--- src/rtl/program_loader.sv ---
// Byte-stream bootloader: parses a length-prefixed, checksummed frame of 18-bit
// instructions and writes them into program memory while holding the CPU halted.
//
// state  | meaning
// IDLE   | after reset; CPU runs, waiting for i_start
// LEN_HI | expecting word-count high byte
// LEN_LO | expecting word-count low byte; length is validated here
// B0     | expecting instruction bits [17:16] (upper six bits must be zero)
// B1     | expecting instruction bits [15:8]
// B2     | expecting instruction bits [7:0]
// WRITE  | one-cycle program-memory write strobe
// CSUM   | expecting the checksum byte
// DONE   | load good; CPU released
// ERROR  | load failed; CPU stays halted, o_error holds the cause
module program_loader #(
  parameter int              ADDR_W    = 16,
  parameter logic [ADDR_W-1:0] BASE_ADDR = '0,
  parameter int              INSTR_W   = 18
) (
  input  logic               i_clock,
  input  logic               i_reset,
  input  logic               i_start,
  input  logic [7:0]         i_byte,
  input  logic               i_byteValid,
  output logic               o_byteReady,
  output logic [ADDR_W-1:0]  o_memAddr,
  output logic [INSTR_W-1:0] o_memData,
  output logic               o_memWrite,
  output logic               o_cpuHalt,
  output logic               o_done,
  output logic [1:0]         o_error,
  output logic [ADDR_W-1:0]  o_wordCount
);

  typedef enum logic [3:0] {
    S_IDLE, S_LEN_HI, S_LEN_LO, S_B0, S_B1, S_B2, S_WRITE, S_CSUM, S_DONE, S_ERROR
  } state_t;

  localparam logic [1:0] ERR_NONE = 2'b00;
  localparam logic [1:0] ERR_PAD  = 2'b01;
  localparam logic [1:0] ERR_CSUM = 2'b10;
  localparam logic [1:0] ERR_LEN  = 2'b11;

  // Largest legal word count: the words must fit between BASE_ADDR and the top of memory.
  localparam logic [ADDR_W:0] SPAN  = {1'b1, {ADDR_W{1'b0}}};
  localparam logic [ADDR_W:0] LIMIT = SPAN - {1'b0, BASE_ADDR};

  state_t              state_q, state_d;
  logic [7:0]          len_hi_q, len_hi_d;
  logic [15:0]         rem_q, rem_d;
  logic [7:0]          sum_q, sum_d;
  logic [1:0]          b0_q, b0_d;
  logic [7:0]          b1_q, b1_d;
  logic [ADDR_W-1:0]   addr_q, addr_d;
  logic [INSTR_W-1:0]  data_q, data_d;
  logic [ADDR_W-1:0]   count_q, count_d;
  logic                halt_q, halt_d;
  logic                done_q, done_d;
  logic [1:0]          err_q, err_d;

  logic                byte_ready;
  logic                xfer;
  logic [7:0]          sum_add;
  logic [15:0]         len_n;
  logic                len_bad;

  always_comb begin
    byte_ready = 1'b0;
    case (state_q)
      S_LEN_HI, S_LEN_LO, S_B0, S_B1, S_B2, S_CSUM: byte_ready = 1'b1;
      default:                                      byte_ready = 1'b0;
    endcase
  end

  assign xfer    = i_byteValid && byte_ready;
  assign sum_add = sum_q + i_byte;
  assign len_n   = {len_hi_q, i_byte};
  assign len_bad = (len_n == 16'd0) || (33'(len_n) > 33'(LIMIT));

  always_comb begin
    state_d  = state_q;
    len_hi_d = len_hi_q;
    rem_d    = rem_q;
    sum_d    = sum_q;
    b0_d     = b0_q;
    b1_d     = b1_q;
    addr_d   = addr_q;
    data_d   = data_q;
    count_d  = count_q;
    halt_d   = halt_q;
    done_d   = done_q;
    err_d    = err_q;

    case (state_q)
      S_IDLE, S_DONE, S_ERROR: begin
        if (i_start) begin
          state_d = S_LEN_HI;
          count_d = '0;
          sum_d   = 8'h00;
          err_d   = ERR_NONE;
          halt_d  = 1'b1;
          done_d  = 1'b0;
        end
      end
      S_LEN_HI: begin
        if (xfer) begin
          len_hi_d = i_byte;
          sum_d    = sum_add;
          state_d  = S_LEN_LO;
        end
      end
      S_LEN_LO: begin
        if (xfer) begin
          sum_d = sum_add;
          rem_d = len_n;
          if (len_bad) begin
            err_d   = ERR_LEN;
            state_d = S_ERROR;
          end else begin
            state_d = S_B0;
          end
        end
      end
      S_B0: begin
        if (xfer) begin
          sum_d = sum_add;
          b0_d  = i_byte[1:0];
          if (i_byte[7:2] != 6'd0) begin
            err_d   = ERR_PAD;
            state_d = S_ERROR;
          end else begin
            state_d = S_B1;
          end
        end
      end
      S_B1: begin
        if (xfer) begin
          sum_d   = sum_add;
          b1_d    = i_byte;
          state_d = S_B2;
        end
      end
      S_B2: begin
        if (xfer) begin
          sum_d   = sum_add;
          data_d  = {b0_q, b1_q, i_byte};
          addr_d  = BASE_ADDR + count_q;
          state_d = S_WRITE;
        end
      end
      S_WRITE: begin
        count_d = count_q + 1'b1;
        rem_d   = rem_q - 16'd1;
        state_d = (rem_q == 16'd1) ? S_CSUM : S_B0;
      end
      S_CSUM: begin
        if (xfer) begin
          sum_d = sum_add;
          if (sum_add == 8'h00) begin
            done_d  = 1'b1;
            halt_d  = 1'b0;
            state_d = S_DONE;
          end else begin
            err_d   = ERR_CSUM;
            state_d = S_ERROR;
          end
        end
      end
      default: state_d = S_IDLE;
    endcase
  end

  always_ff @(posedge i_clock) begin
    if (i_reset) begin
      state_q  <= S_IDLE;
      len_hi_q <= 8'h00;
      rem_q    <= 16'd0;
      sum_q    <= 8'h00;
      b0_q     <= 2'b00;
      b1_q     <= 8'h00;
      addr_q   <= '0;
      data_q   <= '0;
      count_q  <= '0;
      halt_q   <= 1'b0;
      done_q   <= 1'b0;
      err_q    <= ERR_NONE;
    end else begin
      state_q  <= state_d;
      len_hi_q <= len_hi_d;
      rem_q    <= rem_d;
      sum_q    <= sum_d;
      b0_q     <= b0_d;
      b1_q     <= b1_d;
      addr_q   <= addr_d;
      data_q   <= data_d;
      count_q  <= count_d;
      halt_q   <= halt_d;
      done_q   <= done_d;
      err_q    <= err_d;
    end
  end

  assign o_byteReady = byte_ready;
  assign o_memWrite  = (state_q == S_WRITE);
  assign o_memAddr   = addr_q;
  assign o_memData   = data_q;
  assign o_cpuHalt   = halt_q;
  assign o_done      = done_q;
  assign o_error     = err_q;
  assign o_wordCount = count_q;

endmodule

--- config.mk ---
export PLATFORM = sky130hd
export DESIGN_NAME = program_loader
export DESIGN_NICKNAME = d
export VERILOG_FILES = /design/src/rtl/program_loader.sv
export SDC_FILE = /design/constraint.sdc
export NUM_CORES = 1
export LEC_CHECK = 0
export CORE_MARGIN = 1.5
export CORE_UTILIZATION = 54
export DETAILED_ROUTE_END_ITERATION = 12
export HOLD_SLACK_MARGIN = 0.06
export PLACE_DENSITY = 0.76
export SYNTH_ARGS = -nofsm -noshare
export SYNTH_HDL_FRONTEND = slang
export SYNTH_SLANG_ARGS = --single-unit
--- constraint.sdc ---
create_clock -name i_clock -period 3.97 [get_ports i_clock]
set_clock_uncertainty 0.1 [all_clocks]
set_input_delay 0.794 -clock i_clock [delete_from_list [all_inputs] [get_ports i_clock]]
set_output_delay 0.794 -clock i_clock [all_outputs]
set_load 0.1 [all_outputs]
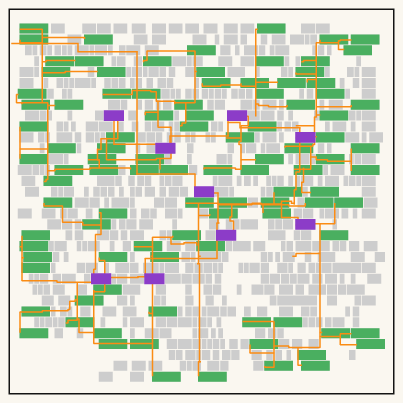
**Above:** run 1 (clock wires, drivers and flops).
(4 px per um)
[green] flip-flops | count: 100
[orange] clock wires | length: 1140 um
[purple] clock-net drivers | count: 9
routed clock nets: 10
flops lie: widely spread

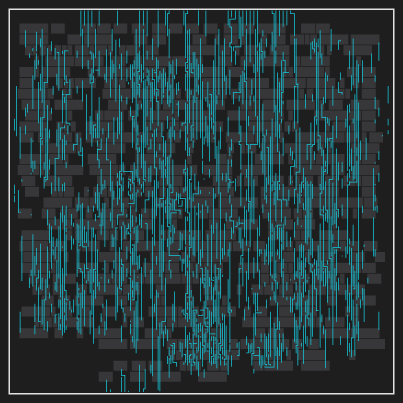
**Above:** run 1 (metal 2).
(4 px per um) Cells faint in the background.
main direction: vertical
share of all routed wire: 45%
longest straight run: 44.2 um
nets with wire on the layer: 543

==> GITHUB_STEP_SUMMARY, run 1 <==
### Yosys + OpenROAD results

| Metric | Value |
|---|---|
| Number of OpenROAD warnings | 27 |
| Buffers on Ports | between 60 and 70 |
| Global Route Usage Sum | 27.2% |
| Wire per inst | 16.4 um |
| Num rows | 33 |
| R2r setup slk | 1.21 ns |
| Die X | about 96 um |
| Top-area cell share | a little over two fifths |
| Hold Path Stages | 2 |
| R2R cell count | 8 |
| CTS Buf Count | 9 |
| M3 GR Usage | 6.00% |
| Clk cell area share | under 10% |
| Synth Instances | 577 |
| Mean Syn Cell Area | 8.05 um2 |
| Critical Path End | o_error[1] |
| Critical path type | in2reg |
| Hold path start | o_memData[4] |
| Global route hottest layer | met2 |
| Final Max Tran Viols | 0 |
| Routed Antenna Nets | 0 |
| Final setup margin | 0.653 ns |
| Synth Flop Type | dfxtp_1 |
| Met2 Track Usage GR | 40.6% |
| Share of layout cells above drive strength 1 | 7.03% |
| Aoi share | 19.5% |
| Status | complete, no violations |
| Critical path's largest stage delay | 0.44 ns |
| Worst setup startpoint | i_byte[0] |
| Top post-synthesis cells by count | dfxtp_1, nand2_1, a21oi_1 |
| Worst-Margin Slew | slightly below 1 ns |
| Synth Net Count | 600 |
| Peak supply drop | 213 uV |
| Met1 Track Usage GR | 39.2% |
| DR pass1 iterations | 5 |
| Setup WS pre-CTS | 0.304 ns |
| Reg clk slew, reported paths | 0.10 ns |
| Critical path buffer and inverter count | 1 |
| Register area share after synthesis | a little over two fifths |
| CTS tree | yes |
| Top non-seq family | simple AND/OR/NAND/NOR gates |
| Yosys reg bits | approximately 100 |
| Tap Cells | 105 |
| Crit path DAT | 3.44 ns |
| Yosys stat cell total | 577 |
| Largest register FFs | 18 |
| Layout Nets | ~660 |
| Diode count | 0 |
| Bufs w/o clock | 82 |
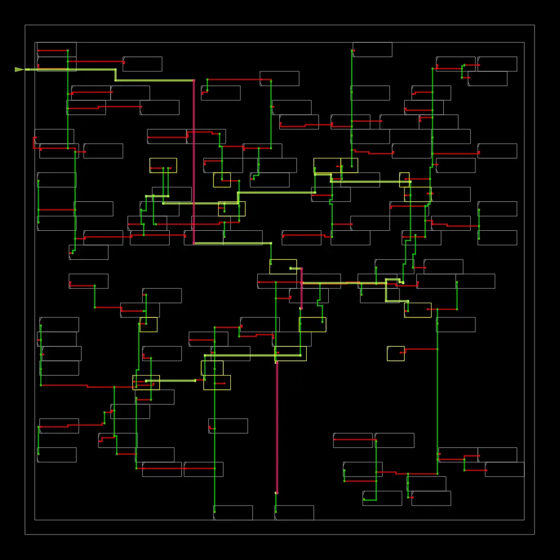
**Above:** run 1 (the clock network).
flip-flops: 100
clk_lat worst skew: 0.37 ns
Clk power: 0.000639 W

**Run 1: cell classes on the final placement**

(4 px per um) Fill, decap, tap and diode cells in grey.
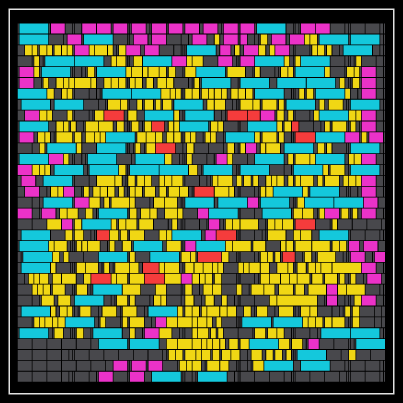

## Run 2: what changed since run 1
==> constraint.sdc (replaced) <==
create_clock -name i_clock -period 3.2 [get_ports i_clock]
set_clock_uncertainty 0.1 [all_clocks]
set_input_delay 0.64 -clock i_clock [delete_from_list [all_inputs] [get_ports i_clock]]
set_output_delay 0.64 -clock i_clock [all_outputs]
set_load 0.1 [all_outputs]
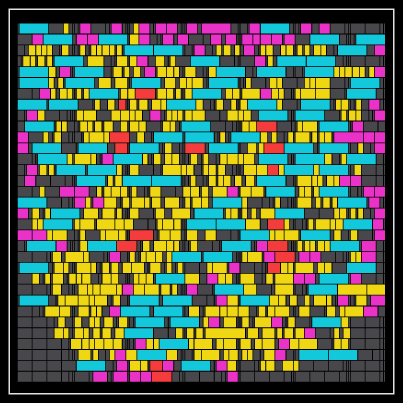
**Above:** run 2 (cell classes on the final placement).
(4 px per um) Fill, decap, tap and diode cells in grey.
[magenta] remaining buffers and delay cells | cells: 98
[yellow] remaining logic cells | cells: 442
[red] clock drivers and dummy loads | cells: 16
[cyan] sequential cells | cells: 100

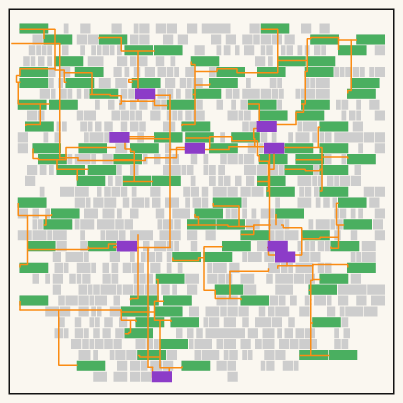
**Above:** run 2 (clock wires, drivers and flops).
(4 px per um)
[green] flip-flops | count: 100
[orange] clock wires | length: 1080 um
[purple] clock-net drivers | count: 9
flops lie: widely spread

==> GITHUB_STEP_SUMMARY, run 2 <==
### Yosys + OpenROAD results

| Metric | Value |
|---|---|
| Crit path DAT | 3.19 ns (was 3.44 ns) |
| Tap Cells | 105 (unchanged) |
| Met2 Track Usage GR | 42.0% (was 40.6%) |
| Critical path's largest stage delay | 0.48 ns (was 0.44 ns) |
| Flip-flops | 100 (unchanged) |
| Top post-synthesis cells by count | dfxtp_1, nand2_1, a21oi_1 (unchanged) |
| Die X | 95.8 um (unchanged) |
| Hold Path Stages | 2 (unchanged) |
| Share of layout cells above drive strength 1 | 17.8% (was 7.03%) |
| CTS tree | yes (unchanged) |
| Diode count | 0 (unchanged) |
| Global route hottest layer | met2 (unchanged) |
| Clk power | 0.000782 W (was 0.000639 W) |
| Clk cell area share | 3.38% (was 3.41%) |
| Worst-Margin Slew | 0.683 ns (was 0.990 ns) |
| CTS Buf Count | 9 (unchanged) |
| Largest register FFs | 18 (unchanged) |
| Buffers on Ports | 67 (unchanged) |
| Setup WS pre-CTS | -0.344 ns (was 0.304 ns) |
| Number of OpenROAD warnings | 27 (unchanged) |
| DR pass1 iterations | 5 (unchanged) |
| Synth Net Count | 600 (unchanged) |
| Met1 Track Usage GR | 38.7% (was 39.2%) |
| Clk_lat worst skew | 0.37 ns (about the same) |
| Critical Path End | o_cpuHalt (was o_error[1]) |
| Hold path start | o_memData[6] (was o_memData[4]) |
| Wire per inst | 16.3 um (was 16.4 um) |
| Status | complete, no violations (unchanged) |
| Critical path type | in2reg (unchanged) |
Power and IR drop assume default switching activity.
